[config.mk]
export PLATFORM = sky130hd
export DESIGN_NAME = fetch_sequencer
export DESIGN_NICKNAME = d
export VERILOG_FILES = /design/src/rtl/seq_pkg.sv /design/src/rtl/fetch_sequencer_return_stack.sv /design/src/rtl/fetch_sequencer.sv
export SDC_FILE = /design/constraint.sdc
export NUM_CORES = 1
export LEC_CHECK = 0
export ABC_AREA = 1
export CAP_MARGIN = 30
export CORE_ASPECT_RATIO = 1.4
export CORE_MARGIN = 4
export CORE_UTILIZATION = 51
export CTS_CLUSTER_DIAMETER = 50
export DETAILED_ROUTE_END_ITERATION = 12
export PLACE_DENSITY = 0.73
export SLEW_MARGIN = 20
export SYNTH_ARGS = -nofsm -noshare
export SYNTH_HDL_FRONTEND = slang
export SYNTH_SLANG_ARGS = --single-unit
[constraint.sdc]
create_clock -name clk -period 3.8 [get_ports clk]
set_clock_uncertainty 0.15 [all_clocks]
set_input_delay 0.76 -clock clk [delete_from_list [all_inputs] [get_ports clk]]
set_output_delay 0.76 -clock clk [all_outputs]
set_load 0.03 [all_outputs]
[src/rtl/seq_pkg.sv]
// Shared types and constants for the fetch sequencer.
// State encoding, branch-group opcodes and the NOP word.
package seq_pkg;

  // EXEC is DECODE with the top bit set.
  typedef enum logic [2:0] {
    S_IDLE   = 3'b000,
    S_FETCH  = 3'b001,
    S_LOAD   = 3'b010,
    S_DECODE = 3'b011,
    S_EXEC   = 3'b111
  } state_e;

  localparam logic [4:0]  BR_GRP = 5'b10000;
  localparam logic [2:0]  OP_JMP = 3'd0;
  localparam logic [2:0]  OP_JZE = 3'd1;
  localparam logic [2:0]  OP_JNE = 3'd2;
  localparam logic [2:0]  OP_JCY = 3'd3;
  localparam logic [2:0]  OP_RET = 3'd4;
  localparam logic [2:0]  OP_BSR = 3'd5;
  localparam logic [23:0] NOP    = 24'h080000;

  function automatic logic is_branch(input logic [23:0] ir);
    return (ir[23:19] == BR_GRP) && (ir[18:15] == 4'd0);
  endfunction

endpackage

[src/rtl/fetch_sequencer_return_stack.sv]
// Hardware return stack (LIFO) for BSR/RET.
// Overflowing pushes are dropped; err is sticky until reset.
module return_stack #(
  parameter int DEPTH = 8,
  parameter int W     = 12
) (
  input  logic         clk,
  input  logic         reset,
  input  logic         push,
  input  logic         pop,
  input  logic [W-1:0] din,
  output logic [W-1:0] dout,
  output logic         full,
  output logic         empty,
  output logic         err
);
  localparam int AW  = $clog2(DEPTH);
  localparam int SPW = AW + 1;

  logic [W-1:0]   mem_q [DEPTH];
  logic [SPW-1:0] sp_q, sp_d;
  logic           err_q, err_d;
  logic [AW-1:0]  top_idx;

  assign full    = (sp_q == SPW'(DEPTH));
  assign empty   = (sp_q == '0);
  assign err     = err_q;
  assign top_idx = sp_q[AW-1:0] - AW'(1);
  assign dout    = mem_q[top_idx];

  always_comb begin
    sp_d  = sp_q;
    err_d = err_q;
    if (push) begin
      if (full) err_d = 1'b1;
      else      sp_d  = sp_q + SPW'(1);
    end else if (pop) begin
      if (empty) err_d = 1'b1;
      else       sp_d  = sp_q - SPW'(1);
    end
  end

  always_ff @(posedge clk or posedge reset) begin
    if (reset) begin
      sp_q  <= '0;
      err_q <= 1'b0;
    end else begin
      sp_q  <= sp_d;
      err_q <= err_d;
    end
  end

  always_ff @(posedge clk) begin
    if (push && !full) mem_q[sp_q[AW-1:0]] <= din;
  end

endmodule

[src/rtl/fetch_sequencer.sv]
// Instruction fetch and program sequencer.
// Four-phase FETCH/LOAD/DECODE/EXEC cycle with branch resolution.
module fetch_sequencer
  import seq_pkg::*;
#(
  parameter int              PC_W        = 12,
  parameter int              STACK_DEPTH = 8,
  parameter logic [PC_W-1:0] RESET_PC    = '0
) (
  input  logic            clk,
  input  logic            reset,
  output logic [PC_W-1:0] pm_addr,
  output logic            pm_rd,
  input  logic [23:0]     pm_data,
  input  logic            z_flag,
  input  logic            cy_flag,
  input  logic            stall,
  output logic [23:0]     IR,
  output logic            ir_valid,
  output logic [PC_W-1:0] pc,
  output logic            stack_err,
  output logic [1:0]      seq_state
);

  state_e          state_q, state_d;
  logic [23:0]     ir_q, ir_d;
  logic [PC_W-1:0] pc_q, pc_d;
  logic [PC_W-1:0] pc_inc, tgt, st_top;
  logic [2:0]      op;
  logic            exec_adv;
  logic            st_push, st_pop;
  logic            st_full, st_empty;

  assign pm_addr   = pc_q;
  assign pc        = pc_q;
  assign IR        = ir_q;
  assign pm_rd     = (state_q == S_FETCH);
  assign ir_valid  = (state_q == S_DECODE);
  assign seq_state = state_q[2] ? 2'd0 : state_q[1:0];

  assign exec_adv = (state_q == S_EXEC) && !stall;
  assign pc_inc   = pc_q + PC_W'(1);
  assign tgt      = ir_q[PC_W-1:0];
  assign op       = ir_q[14:12];

  always_comb begin
    state_d = state_q;
    unique case (state_q)
      S_IDLE:   state_d = S_FETCH;
      S_FETCH:  state_d = S_LOAD;
      S_LOAD:   state_d = S_DECODE;
      S_DECODE: state_d = S_EXEC;
      S_EXEC:   if (!stall) state_d = S_FETCH;
      default:  state_d = S_IDLE;
    endcase
  end

  assign ir_d = (state_q == S_LOAD) ? pm_data : ir_q;

  // Flags are only looked at on the edge that leaves EXEC.
  always_comb begin
    pc_d    = pc_q;
    st_push = 1'b0;
    st_pop  = 1'b0;
    if (exec_adv) begin
      pc_d = pc_inc;
      if (is_branch(ir_q)) begin
        case (op)
          OP_JMP: pc_d = tgt;
          OP_JZE: if (z_flag)  pc_d = tgt;
          OP_JNE: if (!z_flag) pc_d = tgt;
          OP_JCY: if (cy_flag) pc_d = tgt;
          OP_RET: begin
            st_pop = 1'b1;
            if (!st_empty) pc_d = st_top;
          end
          OP_BSR: begin
            st_push = 1'b1;
            pc_d    = tgt;
          end
          default: ;
        endcase
      end
    end
  end

  always_ff @(posedge clk or posedge reset) begin
    if (reset) begin
      state_q <= S_IDLE;
      ir_q    <= NOP;
      pc_q    <= RESET_PC;
    end else begin
      state_q <= state_d;
      ir_q    <= ir_d;
      pc_q    <= pc_d;
    end
  end

  return_stack #(
    .DEPTH (STACK_DEPTH),
    .W     (PC_W)
  ) u_stack (
    .clk   (clk),
    .reset (reset),
    .push  (st_push),
    .pop   (st_pop),
    .din   (pc_inc),
    .dout  (st_top),
    .full  (st_full),
    .empty (st_empty),
    .err   (stack_err)
  );

endmodule

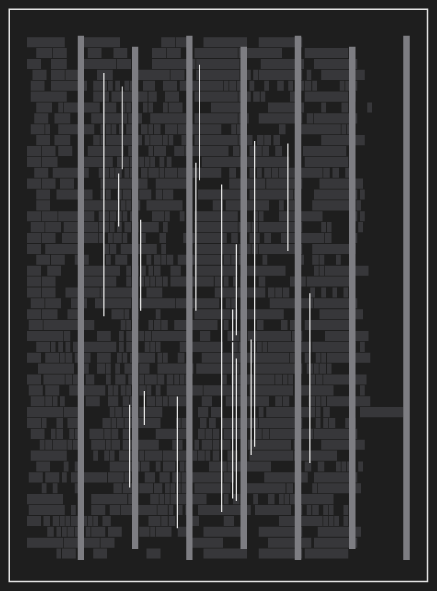
**Above:** metal 4.
Drawn at 4 px/µm. Supply wires on this layer in gray. Cells faint in the background.
The longest straight run is 81.6 µm. The wires run mostly vertical. The layer carries 602 µm of wire. 15 nets have wire on it.
aggregate routed wire length: 17380 µm
routed vias: 5132

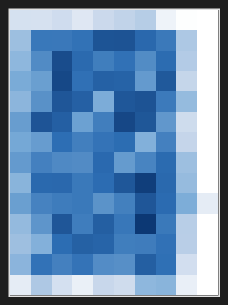
**Above:** placement density heat map.
Drawn at 2 px/µm. The die is cut into 10 by 14 equal tiles; white is low, dark blue is high, 0 to 100% covered.
10% of the tiles are nearly empty. The emptiest ninth of the die: upper right. The mean over all tiles is 53%. The densest ninth of the die: center.
area inside the core boundary: 0.01249 mm²
Final Util: 64.77%
floorplan utilization: 52.90%

-- how the worst min path moves through the flow --
| stage | depth (start not counted) | endpoint | start |
|---|---|---|---|
| floorplan | 1 | state_q[2]$_DFFE_PP0P_ | state_q[2]$_DFFE_PP0P_ |
| global placement | 1 | u_stack.err$_DFFE_PP0P_ | u_stack.err$_DFFE_PP0P_ |
| detailed placement | 1 | u_stack.err$_DFFE_PP0P_ | u_stack.err$_DFFE_PP0P_ |
| CTS | 1 | u_stack.err$_DFFE_PP0P_ | u_stack.err$_DFFE_PP0P_ |
| global route | 1 | u_stack.err$_DFFE_PP0P_ | u_stack.err$_DFFE_PP0P_ |
| finish | 1 | u_stack.err$_DFFE_PP0P_ | u_stack.err$_DFFE_PP0P_ |
==> results.txt <==
The following summarizes the physical implementation.

Run status
The run finished with clean final reports.

Power and ir drop
The total power of the final layout is 6402 µW. The leakage component of the power is 0.003124 µW. The part of the total power dissipated in sequential elements is 36.6%. Per report_power, the Combinational row totals 2500 µW.

CTS
At the later pin of the worst-skew pair, clock insertion delay measures 0.41 ns. The hold buffer count at CTS is 0. In the CTS report, the clock slew at the register clock pins of the worst setup and hold paths is listed as 0.06 ns. The maximum clock path buffer count is 2.

Critical path
The endpoint kind of the worst setup timing path is a flip-flop. The data arrival time of the worst path is 2.98 ns. STA classifies the critical path startpoint as a flip-flop. In this run the critical register-to-register path is captured at pc[3]$_DFFE_PP0P_. The start point of the critical path is u_stack.sp_q[1]$_DFFE_PP0P_.

Global route
The sum of overflow across all layers after global routing is 0. The peak-usage layer in the global routing report is met2. The met3 usage in global routing is 5.563%. The met2 usage is 42.48%.

Timing
The shortest clock period the worst path allows after layout is 2.784 ns. Setup repair after global routing left no endpoint under its margin. The portion of the clock cycle consumed by the worst path in the final layout is 73.27%.

Logic synthesis
Summing every instance area after synthesis gives 0.006609 mm². Yosys reported that registers with async set or reset make up 31.43%. The main area contributors are sky130_fd_sc_hd__edfxtp_1 44%, sky130_fd_sc_hd__dfrtp_1 16%, sky130_fd_sc_hd__nor2_1 7.0%. The count of unique library cells instantiated by Yosys is 42.

The synthesis stats list as the most numerous cell sky130_fd_sc_hd__nor2_1. The dominant register cell in the synthesized netlist is sky130_fd_sc_hd__edfxtp_1. Counting flops with a built-in enable in the synthesized netlist gives 96.

Placement
The post-placement cell area is 0.007516 mm².

Floorplanning
The die outline height is 142.7 µm. Per the OpenROAD floorplan log, the width of the die is 104.2 µm.

Finish
The library cells used most frequently in the layout, excluding fill and tap cells, are 123 x sky130_fd_sc_hd__nor2_1, 110 x sky130_fd_sc_hd__nand2_1, 96 x sky130_fd_sc_hd__edfxtp_1. The repair_antennas step left the layout with diodes totalling 0.

Detailed routing
After detailed routing, no signal wire sits above met4.
Power and IR drop assume default switching activity.
